## src/rtl/serial_subtractor.sv

```systemverilog
// Bit-serial two's-complement subtractor: diff = a - b - bin, one bit per clock, LSB first.
// A single full-subtractor cell and a borrow flop are reused across WIDTH RUN cycles.
module serial_subtractor #(
    parameter int unsigned WIDTH = 8
) (
    input  logic             clk,
    input  logic             rst_n,
    input  logic             start_valid,
    output logic             start_ready,
    input  logic [WIDTH-1:0] a,
    input  logic [WIDTH-1:0] b,
    input  logic             bin,
    output logic [WIDTH-1:0] diff,
    output logic             bout,
    output logic             ovf,
    output logic             busy,
    output logic             done
);

    localparam int unsigned CW = $clog2(WIDTH + 1);

    localparam logic [1:0] ST_IDLE = 2'd0;
    localparam logic [1:0] ST_RUN  = 2'd1;
    localparam logic [1:0] ST_DONE = 2'd2;

    logic [1:0]       state, state_next;
    logic [WIDTH-1:0] a_sr, a_sr_next;
    logic [WIDTH-1:0] b_sr, b_sr_next;
    logic [WIDTH-1:0] res_sr, res_sr_next;
    logic             br, br_next;
    logic [CW-1:0]    cnt, cnt_next;
    logic             a_msb, a_msb_next;
    logic             b_msb, b_msb_next;
    logic [WIDTH-1:0] diff_next;
    logic             bout_next, ovf_next, busy_next, done_next, start_ready_next;

    // Full-subtractor cell and the result register with the new bit shifted into its MSB
    logic             ai, bi, d, br_cell;
    logic [WIDTH-1:0] res_shift;

    always_comb begin
        ai        = a_sr[0];
        bi        = b_sr[0];
        d         = ai ^ bi ^ br;
        br_cell   = (~ai & bi) | (~(ai ^ bi) & br);
        res_shift = (res_sr >> 1) | (WIDTH'(d) << (WIDTH - 1));
    end

    // Next-state and next-register logic; every register holds unless its state updates it
    always_comb begin
        state_next       = state;
        a_sr_next        = a_sr;
        b_sr_next        = b_sr;
        res_sr_next      = res_sr;
        br_next          = br;
        cnt_next         = cnt;
        a_msb_next       = a_msb;
        b_msb_next       = b_msb;
        diff_next        = diff;
        bout_next        = bout;
        ovf_next         = ovf;
        busy_next        = busy;
        done_next        = 1'b0;
        start_ready_next = start_ready;

        case (state)
            ST_IDLE: begin
                if (start_valid) begin
                    a_sr_next        = a;
                    b_sr_next        = b;
                    br_next          = bin;
                    res_sr_next      = '0;
                    cnt_next         = '0;
                    a_msb_next       = a[WIDTH-1];
                    b_msb_next       = b[WIDTH-1];
                    busy_next        = 1'b1;
                    start_ready_next = 1'b0;
                    state_next       = ST_RUN;
                end
            end
            ST_RUN: begin
                a_sr_next   = a_sr >> 1;
                b_sr_next   = b_sr >> 1;
                res_sr_next = res_shift;
                br_next     = br_cell;
                cnt_next    = cnt + CW'(1);
                if (cnt == CW'(WIDTH - 1)) begin
                    diff_next  = res_shift;
                    bout_next  = br_cell;
                    ovf_next   = (a_msb ^ b_msb) & (res_shift[WIDTH-1] ^ a_msb);
                    done_next  = 1'b1;
                    state_next = ST_DONE;
                end
            end
            ST_DONE: begin
                busy_next        = 1'b0;
                start_ready_next = 1'b1;
                state_next       = ST_IDLE;
            end
            default: begin
                busy_next        = 1'b0;
                start_ready_next = 1'b1;
                state_next       = ST_IDLE;
            end
        endcase
    end

    // State and datapath registers with synchronous active-low reset
    always_ff @(posedge clk) begin
        if (!rst_n) begin
            state       <= ST_IDLE;
            a_sr        <= '0;
            b_sr        <= '0;
            res_sr      <= '0;
            br          <= 1'b0;
            cnt         <= '0;
            a_msb       <= 1'b0;
            b_msb       <= 1'b0;
            diff        <= '0;
            bout        <= 1'b0;
            ovf         <= 1'b0;
            busy        <= 1'b0;
            done        <= 1'b0;
            start_ready <= 1'b1;
        end else begin
            state       <= state_next;
            a_sr        <= a_sr_next;
            b_sr        <= b_sr_next;
            res_sr      <= res_sr_next;
            br          <= br_next;
            cnt         <= cnt_next;
            a_msb       <= a_msb_next;
            b_msb       <= b_msb_next;
            diff        <= diff_next;
            bout        <= bout_next;
            ovf         <= ovf_next;
            busy        <= busy_next;
            done        <= done_next;
            start_ready <= start_ready_next;
        end
    end

endmodule

```

## config.mk

```make
export PLATFORM = sky130hd
export DESIGN_NAME = serial_subtractor
export DESIGN_NICKNAME = d
export VERILOG_FILES = /design/src/rtl/serial_subtractor.sv
export SDC_FILE = /design/constraint.sdc
export NUM_CORES = 1
export LEC_CHECK = 0
export CAP_MARGIN = 20
export CORE_MARGIN = 1.5
export CORE_UTILIZATION = 48
export CTS_CLUSTER_DIAMETER = 50
export CTS_CLUSTER_SIZE = 40
export DETAILED_ROUTE_END_ITERATION = 7
export GPL_TIMING_DRIVEN = 0
export HOLD_SLACK_MARGIN = 0.15
export PLACE_DENSITY = 0.77
export SLEW_MARGIN = 20
export SYNTH_ARGS = -nofsm -noshare
export SYNTH_HDL_FRONTEND = slang
export SYNTH_SLANG_ARGS = --single-unit
```

## constraint.sdc

```tcl
create_clock -name clk -period 2 [get_ports clk]
set_input_delay 0.2 -clock clk [delete_from_list [all_inputs] [get_ports clk]]
set_output_delay 0.2 -clock clk [all_outputs]
set_load 0.01 [all_outputs]
```

==> ci_impl_report.md, run 1 <==
### Yosys + OpenROAD results

| Metric | Value |
|---|---|
| Relative slew margins | `between 60% and 70%` |
| Nonclk buf count | `a little over 50` |
| Clock buffers | `6` |
| Cell Chain, Critical Path | `inv_1 -> fa_1 -> nor2b_1 -> a21oi_1 -> a211oi_1` |
| Setup TNS Final | `0 ps` |
| Fraction of layout instances using a drive strength above 1 | `about 8.6%` |
| Total die area | `between 4000 and 5000 um^2` |
| Hold depth | `3` |
| TritonCTS buffer count | `5` |
| Non-clk invs | `7` |
| RSZ-0062 raised after global routing | `no` |
| Gate Area | `915 um^2` |
| # diodes | `0` |
| Worst-margin pin slew | `approximately 460 ps` |
| Leak | `0.869 nW` |
| PortBufs | `31` |
| Vias | `1751` |
| Synthesis-to-layout area growth | `25.2%` |
| Number of global-route vias before repair | `~1.6k` |
| Worst-path cell with the longest stage delay | `fa_1` |
| Most numerous logic cells after layout | `dfxtp_1 (45), clkdlybuf4s50_1 (31), a21oi_1 (29), o21ai_0 (24), o221ai_1 (14)` |
| Post-synth regs | `45` |
| Maximum vdd ir drop | `0.519 mV` |
| Hold slack | `223 ps` |
| Leading cell kind | `combinational gates` |
| Comb/total area | `37.5%` |
| Reg2Reg Launch Point | `b_sr[0]$_SDFFE_PN0P_` |
| Die width | `66.7 um` |
| Fillcell total | `345` |
| Total length of routed wires | `4570 um` |
| Distinct cells, synth | `35` |
| Clock-cell share of area | `4.93%` |
| End of the critical path | `ovf$_SDFFE_PN0P_` |
| Log Warnings | `26` |
| Global Route Usage Sum | `between 20% and 30%` |
| Critical path origin | `b_sr[0]$_SDFFE_PN0P_` |
| Final Cycle Share | `77.9%` |
| Top pwr grp | `sequential cells` |
| Reg2reg setup slack | `440 ps` |
| Status | `finished, final reports clean` |
| TritonRoute pass-1 iters | `4` |
| Per-cell routed wire length | `roughly 15 um` |
| Placed cells | `297` |
| Psw | `between 0.4 and 0.5 mW` |
| Final ANT Viol Nets | `0` |
| DP Wirelength | `3070 um` |
-- run 1: layer usage --
| layer | part of all wire, % | global-route usage (%) | up-vias |
|---|---|---|---|
| li1 | - | - | 881 |
| met1 | 49 | 30.0 | 812 |
| met2 | 45 | 35.6 | 47 |
| met3 | 4.3 | 4.22 | 11 |
| met4 | 2.1 | 9.18 | 0 |
| met5 | 0 | 0 | - |
-- run 1: Yosys cell counts (all sizes together) --
cell	n	share of area, %
a221oi	1	0.45
inv	6	1.2
clkinv	1	0.19
a211oi	3	1.2
a22oi	8	3.1
and3b	1	0.45
nand2b	2	0.64
a22o	2	0.90
clkbuf	7	1.4
nand3	10	2.6
nor3b	3	1.2
nand2	6	1.2
a21o	1	0.39
o21ai	24	6.2
nor2	12	2.3
nor2b	4	1.3
dfxtp	45	46
or3b	12	5.4
a31oi	1	0.32
a21oi	29	7.5
o221ai	14	6.3
o22ai	3	0.96
nand3b	1	0.39
buf	13	4.0
or3	1	0.32
nor3	2	0.51
ha	1	0.64
a32o	2	1.0
fa	1	1.0
o21bai	1	0.39
mux2i	1	0.51
-- run 1: state kept, by name (all words and copies together) (netlist names), 2 cells and up --
register,flops
state,2
diff,8
cnt,4
res_sr,7
a_sr,8
b_sr,8
-- run 1: tightest hold or removal path, cell delays in order --
cell,delay [ps]
buf_2,160
o221ai_1,80
a21oi_1,40
-- run 1: metrics by stage --
stage / setup WS, ps / cell area, um^2
finish: 442 / 2440
global route: 347 / 2440
CTS: 415 / 2440
detailed placement: 326 / 2320
global placement: 333 / 2320
floorplan: 606 / 1950
-- run 1: cells by family after synthesis --
kind of cell	count (synthesis)	synth area share, %
buffers and inverters	27	6.69
flip-flops	45	46.3
multiplexers	1	0.514
adder cells (fa/ha/maj)	2	1.67
AND/OR/NAND/NOR	54	16.2
AND-OR/OR-AND	89	28.6
run_1/floorplan.png
Bar = 20 um. Pins as bars on the die edge.
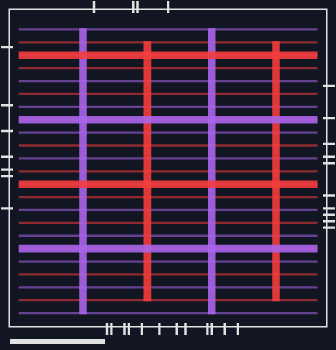
VDD -> red
VSS -> purple
met1 rails = 23
met5 straps = 4

run_1/class_map.png
Fill, decap, tap and diode cells in gray.
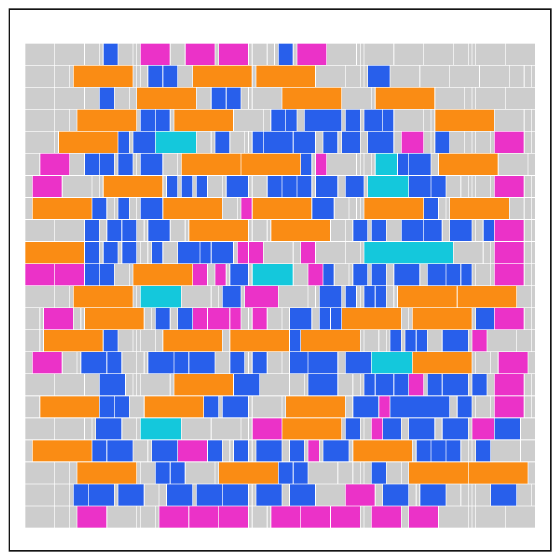
remaining buffers and delay cells -> magenta  # cells 51, share of their area 17%
clock drivers and dummy loads -> cyan  # cells 8, share of their area 5.1%
remaining logic cells -> blue  # cells 153, share of their area 40%
sequential cells -> orange  # cells 45, share of their area 38%
Finished Core Util: 64.6%
flop share of the area: 37.0%
final instance area: 2440 um^2

run_1/clock_wires.png
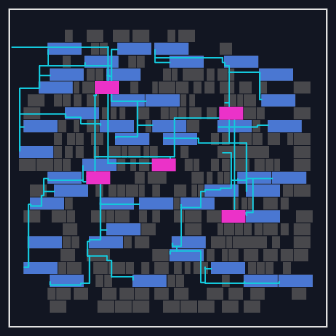
flip-flops -> blue  # count 45
clock-net drivers -> magenta  # count 5
clock wires -> cyan  # length 533 um
routed clock nets = 6
flops lie = widely spread
clock network power: 0.725 mW
final clock skew: 3.65 ps
Clock Power Share: 37.8%
clk latency late pin: 300 ps

run_1/clock_nets.png
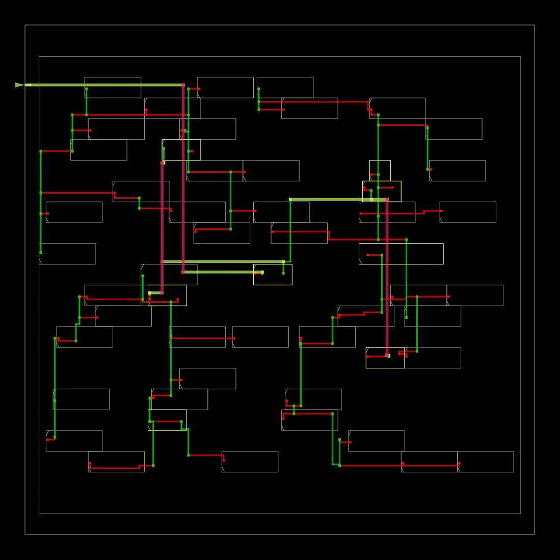

## Run 2: what changed since run 1
clock period = 1.55 ns   (was 2 ns; I/O delays follow)
run_2/clock_nets.png
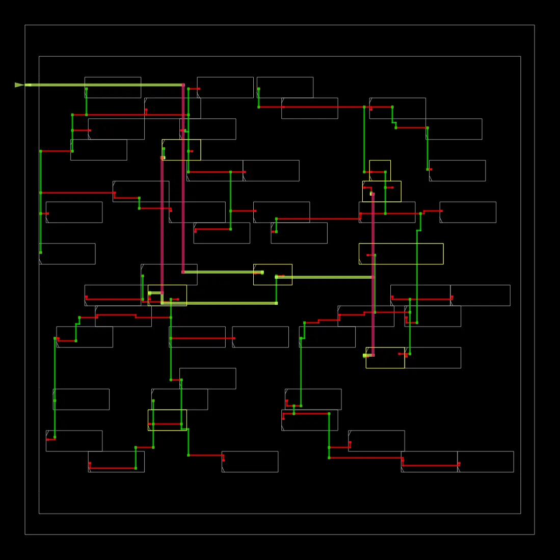
clock buffers: 6
final clock skew: 3.19 ps
clock sinks: 45

==> run 2 against run 1 <==
- synthesized area did not move
- first-iteration DRC count increased by 18%
- via count is 1.3% higher
- hold slack worse by 42 ps
- combinational power is 34% higher
- maximum frequency rose by 7.0%
- critical path depth unchanged
- power rose by 29%
- clock-buffer cell count unchanged
- final cell count rose by 0.66%
- setup slack lost 350 ps
- sequential power increased by 29%
- critical endpoint unchanged
==> ci_impl_report.md, run 2 <==
### Yosys + OpenROAD results

| Metric | Value |
|---|---|
| Distinct cells, synth | `35` |
| Hold slack | `between 150 and 200 ps` |
| Top-count cell post-synth | `dfxtp_1` |
| Die width | `66.7 um` |
| Clock Power Share | `37.4%` |
| TritonCTS buffer count | `5` |
| Total length of routed wires | `4600 um` |
| Per-cell routed wire length | `15.0 um` |
| Final Cycle Share | `93.9%` |
| Finished Core Util | `roughly two thirds` |
| Reg2reg setup slack | `between 90 and 100 ps` |
| Leak | `0.881 nW` |
| Placed cells | `roughly 300` |
| RD Place Congestion | `0.772` |
| Clk latency late pin | `300 ps` |
| CTS Hold Bufs | `0` |
| Worst-path cell with the longest stage delay | `fa_2` |
| Worst-margin pin slew | `456 ps` |
| TritonRoute pass-1 iters | `4` |
| Largest net degree at the start of global routing | `15` |
| Status | `finished, final reports clean` |
| Cell Chain, Critical Path | `inv_1 -> fa_2 -> nor2b_1 -> a21oi_1 -> a211oi_1` |
| Psw | `0.598 mW` |
| Relative slew margins | `69.6%` |
| Primary FF master, synth | `dfxtp_1` |
| Most numerous logic cells after layout | `dfxtp_1 (43), clkdlybuf4s50_1 (31), a21oi_1 (29), o21ai_0 (24), o221ai_1 (14)` |
| Total die area | `4440 um^2` |
| Internal | `approximately 1.9 mW` |
| Number of global-route vias before repair | `1621` |
| Final instance area | `about 2500 um^2` |
| Log Warnings | `26` |
| Largest regs | `a_sr x8, b_sr x8, diff x8` |
| Maximum vdd ir drop | `0.672 mV` |
| Final ANT Viol Nets | `0` |
| CP required | `1770 ps` |
| Synthesis-to-layout area growth | `26.4%` |
| Top cells by area | `dfxtp_1 (46%), a21oi_1 (7.5%), o221ai_1 (6.3%)` |
| Fraction of layout instances using a drive strength above 1 | `approximately 11%` |
| Final cell count without fillers | `roughly 310` |
| Ys async rst share | `0%` |
| PortBufs | `31` |
| Seq share, synth | `46.3%` |
| RSZ-0062 raised after global routing | `no` |
| DP Wirelength | `~3100 um` |
| Nets@finish | `around 280` |
| Post-synth regs | `about 45` |
| Top post-synthesis cells by count | `dfxtp_1 (45), a21oi_1 (29), o21ai_0 (24)` |
| Synth area leader | `dfxtp_1` |
| Vias | `1773` |
| Yosys top cell area share | `46.3%` |
| DRC violations left | `0` |
| # diodes | `0` |
## run 2: logic make-up after synthesis
family	Yosys count	share of synthesized area [%]
AOI/OAI and AO/OA	89	28.6
and+or+nand+nor	54	16.2
DFF	45	46.3
buffers and inverters	27	6.69
adders and majority gates	2	1.67
muxes	1	0.514
## run 2: layout make-up
cell class	count	area [um^2]
fillers	342	1310
multi-input cells	146	917
flip-flops and latches	45	903
repair buffers	34	333
plain buffers	19	100
clock buffers	6	82.6
well taps	48	60.1
clock inverters	2	37.5
inverters	7	26.3
## run 2: power groups by stage
stage          combinational (mW)  sequential, mW  clock [mW]
2_1_floorplan               0.183            1.27           0
3_3_place_gp                0.283            1.27           0
3_5_place_dp                0.290            1.27           0
4_1_cts                     0.303            1.25       0.938
5_1_grt                     0.338            1.26       0.983
6_report                    0.305            1.25       0.930
## run 2: repair_timing
item	4_1_cts	5_1_grt
pin swaps	1	1
cloned	0	0
endpoints found under the hold margin	0	0
buffers inserted	1	2
resized	1	2
endpoints found under the setup margin	1	8
## run 2: metal layers
| layer | routed length (um) | track usage, % |
|---|---|---|
| met5 | 0 | 0 |
| met4 | 96 | 9.18 |
| met3 | 185 | 4.22 |
| met2 | 2040 | 35.6 |
| met1 | 2280 | 30.3 |
## run 2: final timing paths
path	from	end	cells past startpoint
worst max-delay path	br$_SDFFE_PN0P_	ovf$_SDFFE_PN0P_	5
worst min-delay path	rst_n	b_sr[3]$_SDFFE_PN0P_	3
worst min register to register	start_ready$_SDFFE_PN1P_	start_ready$_SDFFE_PN1P_	1
worst max register to register	br$_SDFFE_PN0P_	ovf$_SDFFE_PN0P_	5
## run 2: metrics by stage
step                setup slack [ps]  TNS, ps
detailed placement             -79.1     -912
finish                          94.2        0
floorplan                        156        0
global placement               -72.3     -514
global route                    10.8        0
CTS                             22.5        0
Power figures rest on the tool's default switching activity, not on a simulated workload.
